==> config.mk <==
export PLATFORM = sky130hd
export DESIGN_NAME = isp_frame_feeder
export DESIGN_NICKNAME = d
export VERILOG_FILES = /design/src/rtl/isp_frame_feeder.sv
export SDC_FILE = /design/constraint.sdc
export NUM_CORES = 2
export LEC_CHECK = 0
export CAP_MARGIN = 20
export CELL_PAD_IN_SITES_DETAIL_PLACEMENT = 1
export CELL_PAD_IN_SITES_GLOBAL_PLACEMENT = 2
export CORE_MARGIN = 8
export CORE_UTILIZATION = 50
export DETAILED_ROUTE_END_ITERATION = 6
export MAX_ROUTING_LAYER = met4
export PLACE_DENSITY_LB_ADDON = 0.1
export SYNTH_ARGS = -nofsm -noshare
export SYNTH_HDL_FRONTEND = slang
export SYNTH_SLANG_ARGS = --single-unit
==> constraint.sdc <==
create_clock -name clk -period 10.7 [get_ports clk]
set_input_delay 2.14 -clock clk [delete_from_list [all_inputs] [get_ports clk]]
set_output_delay 2.14 -clock clk [all_outputs]
set_load 0.02 [all_outputs]
**Routing congestion map**

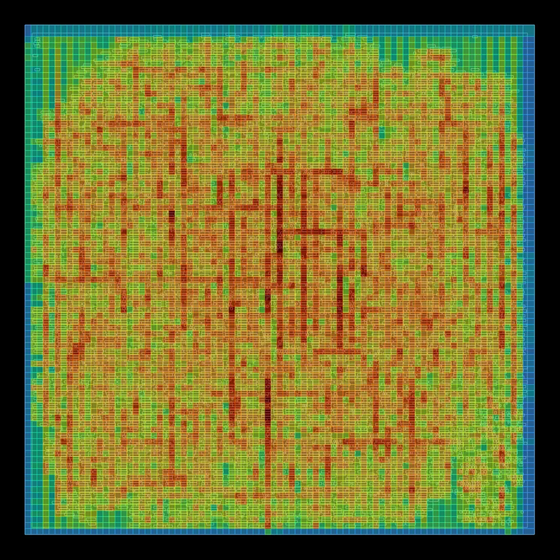
layer with the highest usage: met2
GRT Util Overall: 0.269
GR Layer Usage met1: 0.393

**Metal layers overlaid**

Only two layers are drawn.
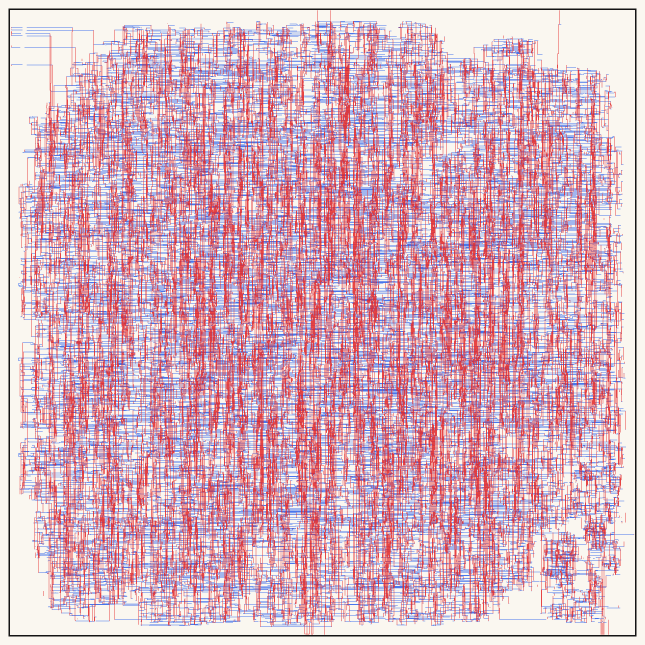
layer	colour	wire length
M1	blue	190 mm
M2	red	211 mm
via count: 77,829
WL/cell: 36.9 µm
final WL: 449,000 µm

**Signal wires on met4**

Cells faint in the background.
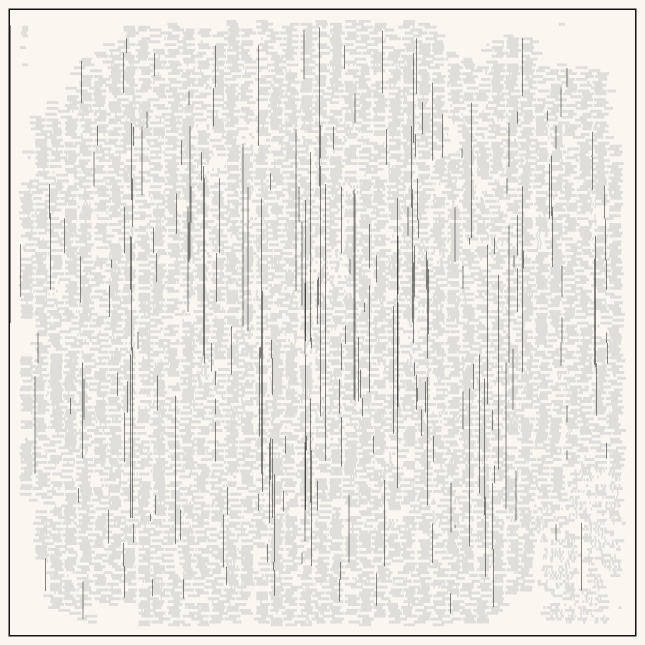
main direction	vertical
share of all routed wire	2.8%
nets with wire on the layer	108
longest straight run	279 µm

**Zoomed window**

Window x 427 to 452, y 134 to 159 µm. Cells in grey, sequential cells in the stronger grey; small squares are vias.
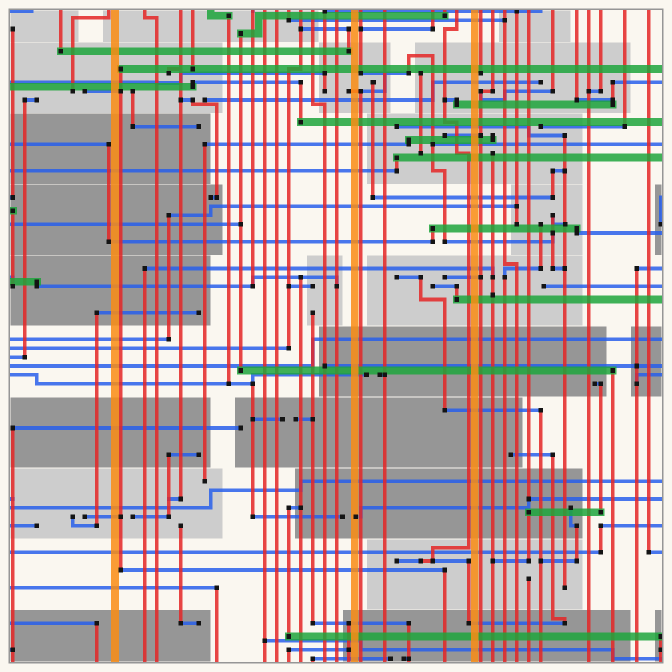
layer	colour
M3	green
M4	orange
M2	red
M1	blue
sequential cells in the window	9
most frequent	edfxtp_1 (9), mux4_2 (6), a22oi_1 (2)
cells with their middle in the window	18

**PDN straps and rails**

The bar under the picture is 200 µm long. Pins as bars on the die edge. Tap cells in grey.
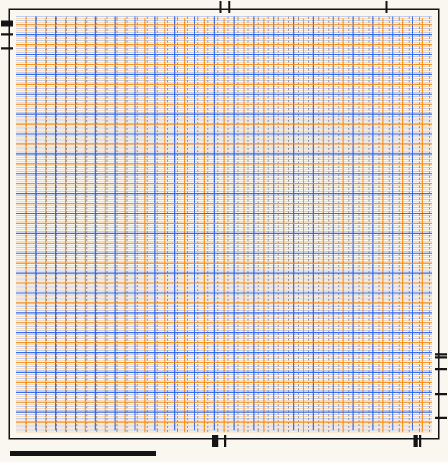
net	colour
VSS	orange
VDD	blue
rows	209
met1 rails	210
met5 straps	41
signal pins	26
met4 straps	41
die width: 586 µm
Max VDD drop: 0.153 mV

==> run summary <==
Outcome -> finished clean
Latency at later pin -> 0.98 ns
Placed Instance Area -> 0.168 mm²
Most instantiated logic cell after routing -> edfxtp_1
Post-Place Cells -> 11,377
Most common cell in the netlist -> edfxtp_1
Int Pwr -> 27.1 mW
Async S/R FF share, synth -> 0.0206
# port buffers -> 25
DRT Pass-1 Iters -> 6
CTS Buf Count -> 425
RSZ-0062 raised after global routing -> no
Crit Path Max Fanout -> 19
Max-area cell share -> 0.757
R2R Setup Slk -> 5.35 ns
CP Capture Type -> register
Synth logic family -> multiplexers
Mapped Nets -> 7,345
Distinct lib cells -> 74
Static leakage -> 54.7 nW
Yosys stat cell total -> 7,314
GP Congestion -> 0.834
Sequential power -> 18.2 mW
Largest register FFs -> 4,096
Antenna Nets Post-Route -> 0
Top cells excl fill/tap -> edfxtp_1 (4,096), mux4_2 (1,171), nor2_1 (589), clkbuf_16 (435), a22oi_1 (160)
Worst r2r path cells -> 9
CTS tree -> done
Relative slew slack -> 0.172
Number of enable flip-flop cells -> 4,096
Power per standard cell area -> 190 mW/mm²
Post-layout period usage -> 0.517
Clk root buf -> clkbuf_16
Gate Count Post-Synth -> 7,314
Pre-CTS WS -> 4.21 ns
Fa+ha+maj area frac -> 0.00139
Hold Path Depth -> 1
Final Skew -> 0.0326 ns
Util after Layout -> 0.561
Largest net degree at the start of global routing -> 176
CTS sink cnt -> 4,182
Post-Syn Area -> 0.162 mm²
Area fraction in xor and xnor cells -> 0.00286
Sw Ratio -> 0.214
H-tree depth -> 5
Power Total -> 34.4 mW
Setup violations, final -> 0
Maximum capacitance violations -> 0
==> final cells by class <==
class                           count  area, µm²
Antenna cell                        9       22.5
Clock buffer                      516      11200
Clock inverter                    268       2830
Fill cell                       26986     142000
Inverter                           28        114
Multi-Input combinational cell   2662      35100
Sequential cell                  4182     125000
Tap cell                         4325       5410
Timing Repair Buffer              181       1750
==> worst max-delay path, delay by kind of cell <==
| family | cells | cell delay (ns) |
|---|---|---|
| compound gates | 6 | 1.45 |
| buf+inv | 2 | 0.66 |
| xor+xnor | 1 | 0.26 |
| simple gates | 3 | 1.08 |
| fa+ha+maj | 2 | 0.74 |
==> routing by layer <==
layer,track usage,routed length [µm],up-vias
met1,0.393,190000,42720
li1,-,-,31143
met4,0.0635,12700,0
met2,0.406,211000,3395
met3,0.0407,35100,571
met5,-,0,-
Power and IR drop assume default switching activity.
